--- src/rtl/fetch_stage.sv ---
// RV32I fetch stage plus IF/EX pipeline register.
// Keeps at most one instruction-memory request outstanding and honours stalls, flushes and reset.
module fetch_stage #(
  parameter logic [31:0] RESET_PC = 32'h0000_0000,
  parameter logic [31:0] NOP      = 32'h0000_0013
) (
  input  logic        clk,
  input  logic        rst,
  input  logic        stall_if,
  input  logic        stall_ex,
  input  logic        flush,
  input  logic [31:0] br_target,
  output logic        imem_req,
  output logic [31:0] imem_addr,
  input  logic        imem_rvalid,
  input  logic [31:0] imem_rdata,
  output logic [31:0] IR_ex,
  output logic [31:0] pc_ex,
  output logic        valid_ex
);

  localparam logic [1:0] FETCH   = 2'd0;
  localparam logic [1:0] WAIT    = 2'd1;
  localparam logic [1:0] HOLD    = 2'd2;
  localparam logic [1:0] DISCARD = 2'd3;

  logic [1:0]  state_q, state_d, rst_state;
  logic [31:0] pc_q, pc_d;
  logic [31:0] hold_q, hold_d;
  logic [31:0] ir_q, ir_d;
  logic [31:0] pc_ex_q, pc_ex_d;
  logic        valid_q, valid_d;
  logic        stall_f;
  logic        req;
  logic        deliver;
  logic [31:0] instr;

  assign stall_f = stall_if | stall_ex;

  // A request may still be in flight at reset; its response must be swallowed.
  always_comb begin
    if (state_q == WAIT || state_q == DISCARD) rst_state = DISCARD;
    else                                        rst_state = FETCH;
  end

  always_comb begin
    state_d = state_q;
    pc_d    = pc_q;
    hold_d  = hold_q;
    req     = 1'b0;
    deliver = 1'b0;
    instr   = hold_q;
    case (state_q)
      FETCH: begin
        req = 1'b1;
        if (flush) begin
          pc_d    = br_target;
          state_d = DISCARD;
        end else begin
          state_d = WAIT;
        end
      end
      WAIT: begin
        if (imem_rvalid) begin
          if (flush) begin
            pc_d    = br_target;
            state_d = FETCH;
          end else if (stall_f) begin
            hold_d  = imem_rdata;
            state_d = HOLD;
          end else begin
            deliver = 1'b1;
            instr   = imem_rdata;
            pc_d    = pc_q + 32'd4;
            state_d = FETCH;
          end
        end else if (flush) begin
          pc_d    = br_target;
          state_d = DISCARD;
        end
      end
      HOLD: begin
        if (flush) begin
          pc_d    = br_target;
          state_d = FETCH;
        end else if (!stall_f) begin
          deliver = 1'b1;
          instr   = hold_q;
          pc_d    = pc_q + 32'd4;
          state_d = FETCH;
        end
      end
      default: begin
        if (flush) pc_d = br_target;
        if (imem_rvalid) state_d = FETCH;
      end
    endcase
  end

  always_comb begin
    ir_d    = ir_q;
    pc_ex_d = pc_ex_q;
    valid_d = valid_q;
    if (flush) begin
      ir_d    = NOP;
      valid_d = 1'b0;
    end else if (stall_ex) begin
      ir_d    = ir_q;
    end else if (deliver) begin
      ir_d    = instr;
      pc_ex_d = pc_q;
      valid_d = 1'b1;
    end else begin
      ir_d    = NOP;
      valid_d = 1'b0;
    end
  end

  always_ff @(posedge clk) begin
    if (rst) begin
      state_q <= rst_state;
      pc_q    <= RESET_PC;
      hold_q  <= 32'd0;
      ir_q    <= NOP;
      pc_ex_q <= 32'd0;
      valid_q <= 1'b0;
    end else begin
      state_q <= state_d;
      pc_q    <= pc_d;
      hold_q  <= hold_d;
      ir_q    <= ir_d;
      pc_ex_q <= pc_ex_d;
      valid_q <= valid_d;
    end
  end

  assign imem_req  = req & ~rst;
  assign imem_addr = pc_q;
  assign IR_ex     = ir_q;
  assign pc_ex     = pc_ex_q;
  assign valid_ex  = valid_q;

endmodule

--- config.mk ---
export PLATFORM = sky130hd
export DESIGN_NAME = fetch_stage
export DESIGN_NICKNAME = d
export VERILOG_FILES = /design/src/rtl/fetch_stage.sv
export SDC_FILE = /design/constraint.sdc
export NUM_CORES = 1
export LEC_CHECK = 0
export ABC_AREA = 1
export CORE_UTILIZATION = 53
export CTS_CLUSTER_SIZE = 40
export DETAILED_ROUTE_END_ITERATION = 8
export PLACE_DENSITY = 0.86
export SETUP_SLACK_MARGIN = 0.3
export SLEW_MARGIN = 30
export SYNTH_ARGS = -nofsm -noshare
export SYNTH_HDL_FRONTEND = slang
export SYNTH_SLANG_ARGS = --single-unit
--- constraint.sdc ---
create_clock -name clk -period 5.2 [get_ports clk]
set_input_delay 1.56 -clock clk [delete_from_list [all_inputs] [get_ports clk]]
set_output_delay 1.56 -clock clk [all_outputs]
set_load 0.02 [all_outputs]
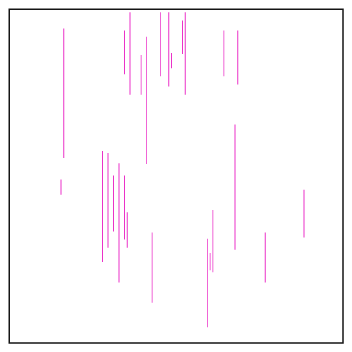
Fig. 1. Signal wires on met4 (run 1).
Drawn at 3 px/um.
main direction	vertical
longest straight run	42.8 um
DRT Wirelength: 18.8 mm
via count: 6821

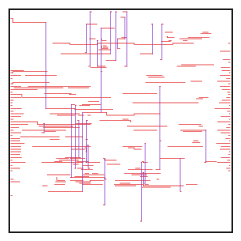
Fig. 2. Wiring by layer (run 1).
Drawn at 2 px/um. Two of the layers only.
colour	layer	wire length
purple	M4	575 um
red	M3	1620 um

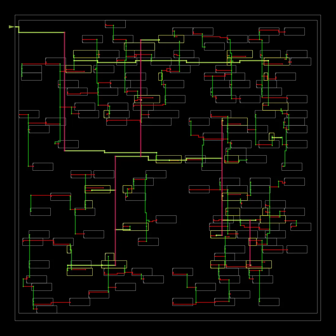
Fig. 3. Clock routing (run 1).
CTS sink cnt: 131
total CTS buffers: 17

==> flow_summary.toml, run 1 <==
# synthesis and place-and-route metrics
[status]
outcome = "completed"

[synth]
area_leaders = "dfxtp_1 41%, a21oi_1 11%, nand2_1 10%"
ys_seq_frac = 0.422
syn-num-nets = 989
xor_area_frac = 0
ys_cells = 914
simple_gate_area_frac = 0.288
synth_cell_type_count = 35
ff_type = "dfxtp_1"

[hold_path]
whs_endpoint = "hold_q[17]"

[cells_and_area]
n_antenna_cell = 0
lay_top_cells = "174 x nand2_1, 166 x clkdlybuf4s50_1, 136 x nor2_1"
fillers = 865
nNetsFinal = 1131

[grt]
grt-ovfl-total = 0

[worst_setup_path]
path_class = "primary input to output pin"
crit_start = "rst"
required_ns = 3.64
start_kind = "primary input"
critPathMaxFanout = 2

[place]
place_hpwl_mm = 12.4
place_congestion = 0.956

[floorplanning]
dieArea_sq_mm = 0.0123
initial_utilization = 0.546
fp-row-count = 39

[route]
met3WireLength_mm = 1.62
highest_layer = "met4"

[job]
tool_warnings = 29

[cts]
cts.clk_slew.worst_paths_ns = 0.05

[sta]
fmax_ghz = 0.249
fin_crit_ns = 4.02

[power]
p_per_area_mw_per_mm2 = 420
## run 1: worst max-delay path, cell delays in order
cell	delay (ns)
buf_2	0.12
nor2_1	0.12
clkdlybuf4s50_1	0.66
## run 1: kinds of logic (layout without fill, tap and decap cells)
group | count (synthesis) | in the layout
adders and majority gates | 5 | 5
AOI/OAI and AO/OA | 248 | 248
buffers and inverters | 119 | 274
and+or+nand+nor | 411 | 411
DFF | 131 | 131
## run 1: flip-flops by register name, summed over array words and instances, names as in the netlist
register / count
hold_q: 32
imem_addr: 32
state_q: 2
IR_ex: 32
valid_ex: 1
pc_ex: 32
## run 1: cells in the mapped netlist (2+ instances only)
| cell | number |
|---|---|
| o211ai_1 | 4 |
| nand2_4 | 2 |
| nand4_1 | 22 |
| inv_1 | 58 |
| a311oi_1 | 2 |
| a31oi_1 | 2 |
| o31ai_1 | 2 |
| edfxtp_1 | 2 |
| nand2_1 | 174 |
| o21ai_0 | 87 |
| nand4_2 | 2 |
| buf_1 | 2 |
| ha_1 | 5 |
| nor3_1 | 14 |
| clkbuf_1 | 32 |
| nor2_1 | 136 |
| nor2_4 | 6 |
| a21oi_1 | 132 |
| nor2_2 | 5 |
| or2_2 | 2 |
| a211oi_1 | 2 |
| dfxtp_1 | 129 |
| buf_2 | 13 |
| nand2_2 | 4 |
| and3_1 | 3 |
| buf_4 | 5 |
| nand3_1 | 37 |
| o21ai_1 | 16 |
| inv_2 | 8 |
## run 1: per-layer routing
metal	track usage	up-vias
met1	0.402	3082
met3	0.0727	59
li1	-	3317
met2	0.480	363
met4	0.152	0
met5	0	-
## run 1: power by group
part	switching [uW]	internal, uW	leakage [uW]	total, uW
Clock	430	693	0.000270	1120
Sequential	187	1140	0.00107	1330
Combinational	704	416	0.00166	1120
Total	1320	2250	0.00300	3570
Fig. 4: run 1, selected gate families
Drawn at 3 px/um.
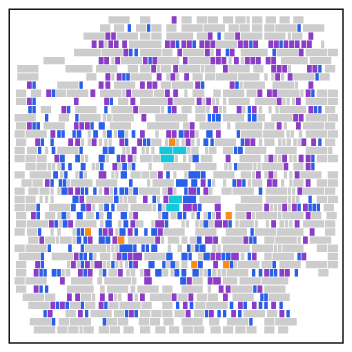

==> inputs of run 2 (changes only) <==
--- a/config.mk
+++ b/config.mk
@@ -6,10 +6,10 @@
 export NUM_CORES = 1
 export LEC_CHECK = 0
 export ABC_AREA = 1
-export CORE_UTILIZATION = 53
+export CORE_UTILIZATION = 49
 export CTS_CLUSTER_SIZE = 40
 export DETAILED_ROUTE_END_ITERATION = 8
-export PLACE_DENSITY = 0.86
+export PLACE_DENSITY = 0.81
 export SETUP_SLACK_MARGIN = 0.3
 export SLEW_MARGIN = 30
 export SYNTH_ARGS = -nofsm -noshare
==> constraint.sdc (replaced) <==
create_clock -name clk -period 3.9 [get_ports clk]
set_input_delay 1.17 -clock clk [delete_from_list [all_inputs] [get_ports clk]]
set_output_delay 1.17 -clock clk [all_outputs]
set_load 0.02 [all_outputs]
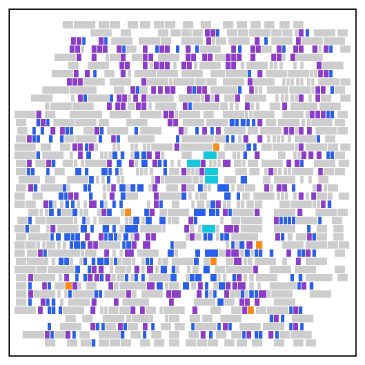
Fig. 5. Selected gate families (run 2).
Drawn at 3 px/um.
colour	family	cells	most used
purple	aoi and oai cells	248	a21oi_1
blue	nand cells	241	nand2_1
cyan	fa/ha/maj cells	5	ha_1
orange	and/or cells	6	and3_1

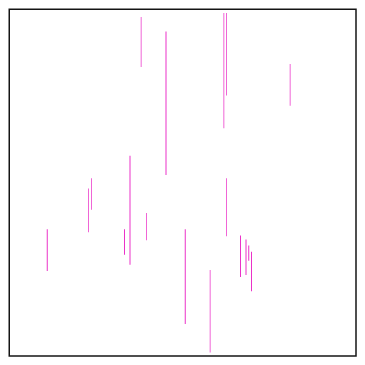
Fig. 6. Signal wires on met4 (run 2).
Drawn at 3 px/um.
wire length on this layer	354 um
share of all routed wire	1.8%
nets with wire on the layer	14
longest straight run	47.6 um
main direction	vertical
DRT Wirelength: 19.1 mm
via count: 6831

==> flow_summary.toml, run 2 <==
# synthesis and place-and-route metrics
[sta]
setup_viol = 0
clock_skew_ns = 0.00742
finalMaxSlewViolations = 0
fin_crit_ns = 3.26
hold_viol = 0
fmax_ghz = 0.307
hold_ws_ns = 0.450

[status]
outcome = "completed"

[synth]
edf_count = 2
avgSynthCellArea_sq_um = 6.85
synth_area_sq_mm = 0.00626
ff_type = "dfxtp_1"
yosysWarnings = 0
ys_seq_frac = 0.422
ys_cells = 914
synth_cell_type_count = 35
post-synth-top-count-cell = "nand2_1"
async_reset_ff_frac = 0
yosys-top-cells-count = "174 x nand2_1, 136 x nor2_1, 132 x a21oi_1"
syn-num-nets = 989
area_leaders = "dfxtp_1 41%, a21oi_1 11%, nand2_1 10%"

[grt]
track_usage = 0.296
grt-ovfl-total = 0
antenna_found_initial = 1

[cells_and_area]
lay_top_cells = "174 x nand2_1, 166 x clkdlybuf4s50_1, 136 x nor2_1"
nNetsFinal = 1139

[job]
tool_warnings = 29

[power]
p_per_area_mw_per_mm2 = 561

[worst_setup_path]
crit_start = "rst"
path_class = "primary input to output pin"
crit-reg2reg-launch = "state_q[1]"
start_kind = "primary input"
critPathMaxFanout = 2
required_ns = 2.73

[cts]
insertion_delay_ns = 0.42
tritoncts.num_buffers = 17
h-tree-depth = 4
cts.clk_slew.worst_paths_ns = 0.05
cts_resized = 0
cts.sinks = 131

[place]
placed_area_sq_mm = 0.00804
place_hpwl_mm = 12.7
place_congestion = 0.948

[floorplanning]
die_h_um = 115
fp-row-count = 40
initial_utilization = 0.513
dieArea_sq_mm = 0.0132

[route]
drt_iter0_markers = 727
run 2: path summary, 6_finish.rpt:
| check | end | slack [ns] | cells past startpoint |
|---|---|---|---|
| max | imem_req | 0.64 | 3 |
| min | hold_q[5] | 0.45 | 2 |
| max reg2reg | pc_ex[19] | 1.66 | 11 |
| min reg2reg | hold_q[5] | 0.45 | 2 |
run 2: metal layers:
metal | global-route usage | wire length, um | up-vias
met1 | 0.397 | 8420 | 3099
met5 | 0 | 0 | -
met4 | 0.100 | 354 | 0
met3 | 0.0733 | 1800 | 39
li1 | - | - | 3349
met2 | 0.467 | 8560 | 344
run 2: power by group:
| part | total, uW | switching [uW] | internal [uW] |
|---|---|---|---|
| registers | 1770 | 251 | 1520 |
| clock network | 1570 | 611 | 958 |
| logic | 1510 | 932 | 573 |
run 2: cells by family (layout without fill, tap and decap cells):
group	count (synthesis)	count (layout)	share of synthesized area
AND-OR/OR-AND	248	248	0.204
adder cells (fa/ha/maj)	5	5	0.00999
other	0	1	0
AND/OR/NAND/NOR	411	411	0.288
flip-flops	131	131	0.422
buffers and inverters	119	282	0.0769
run 2: worst max-delay path: stages:
cell and delay, ns:
buf_2 0.13, nor2_1 0.11, clkdlybuf4s50_1 0.68
run 2: per-stage QoR:
stage / setup WS (ns) / utilization
after detailed placement: 0.675 / 0.659
final: 0.640 / 0.706
after floorplan: 0.855 / -
after global placement: 0.667 / 0.659
after global routing: 0.617 / 0.706
after CTS: 0.661 / 0.706
run 2: final cells by class:
class,count,area [sq um]
fill,1061,3590
timing repair buffer,183,1800
clock inverter,12,131
clock buffer,20,447
tap,168,210
inverter,67,251
sequential,131,2640
multi-input combinational,664,3140
antenna,1,2.50
Power figures rest on the tool's default switching activity, not on a simulated workload.
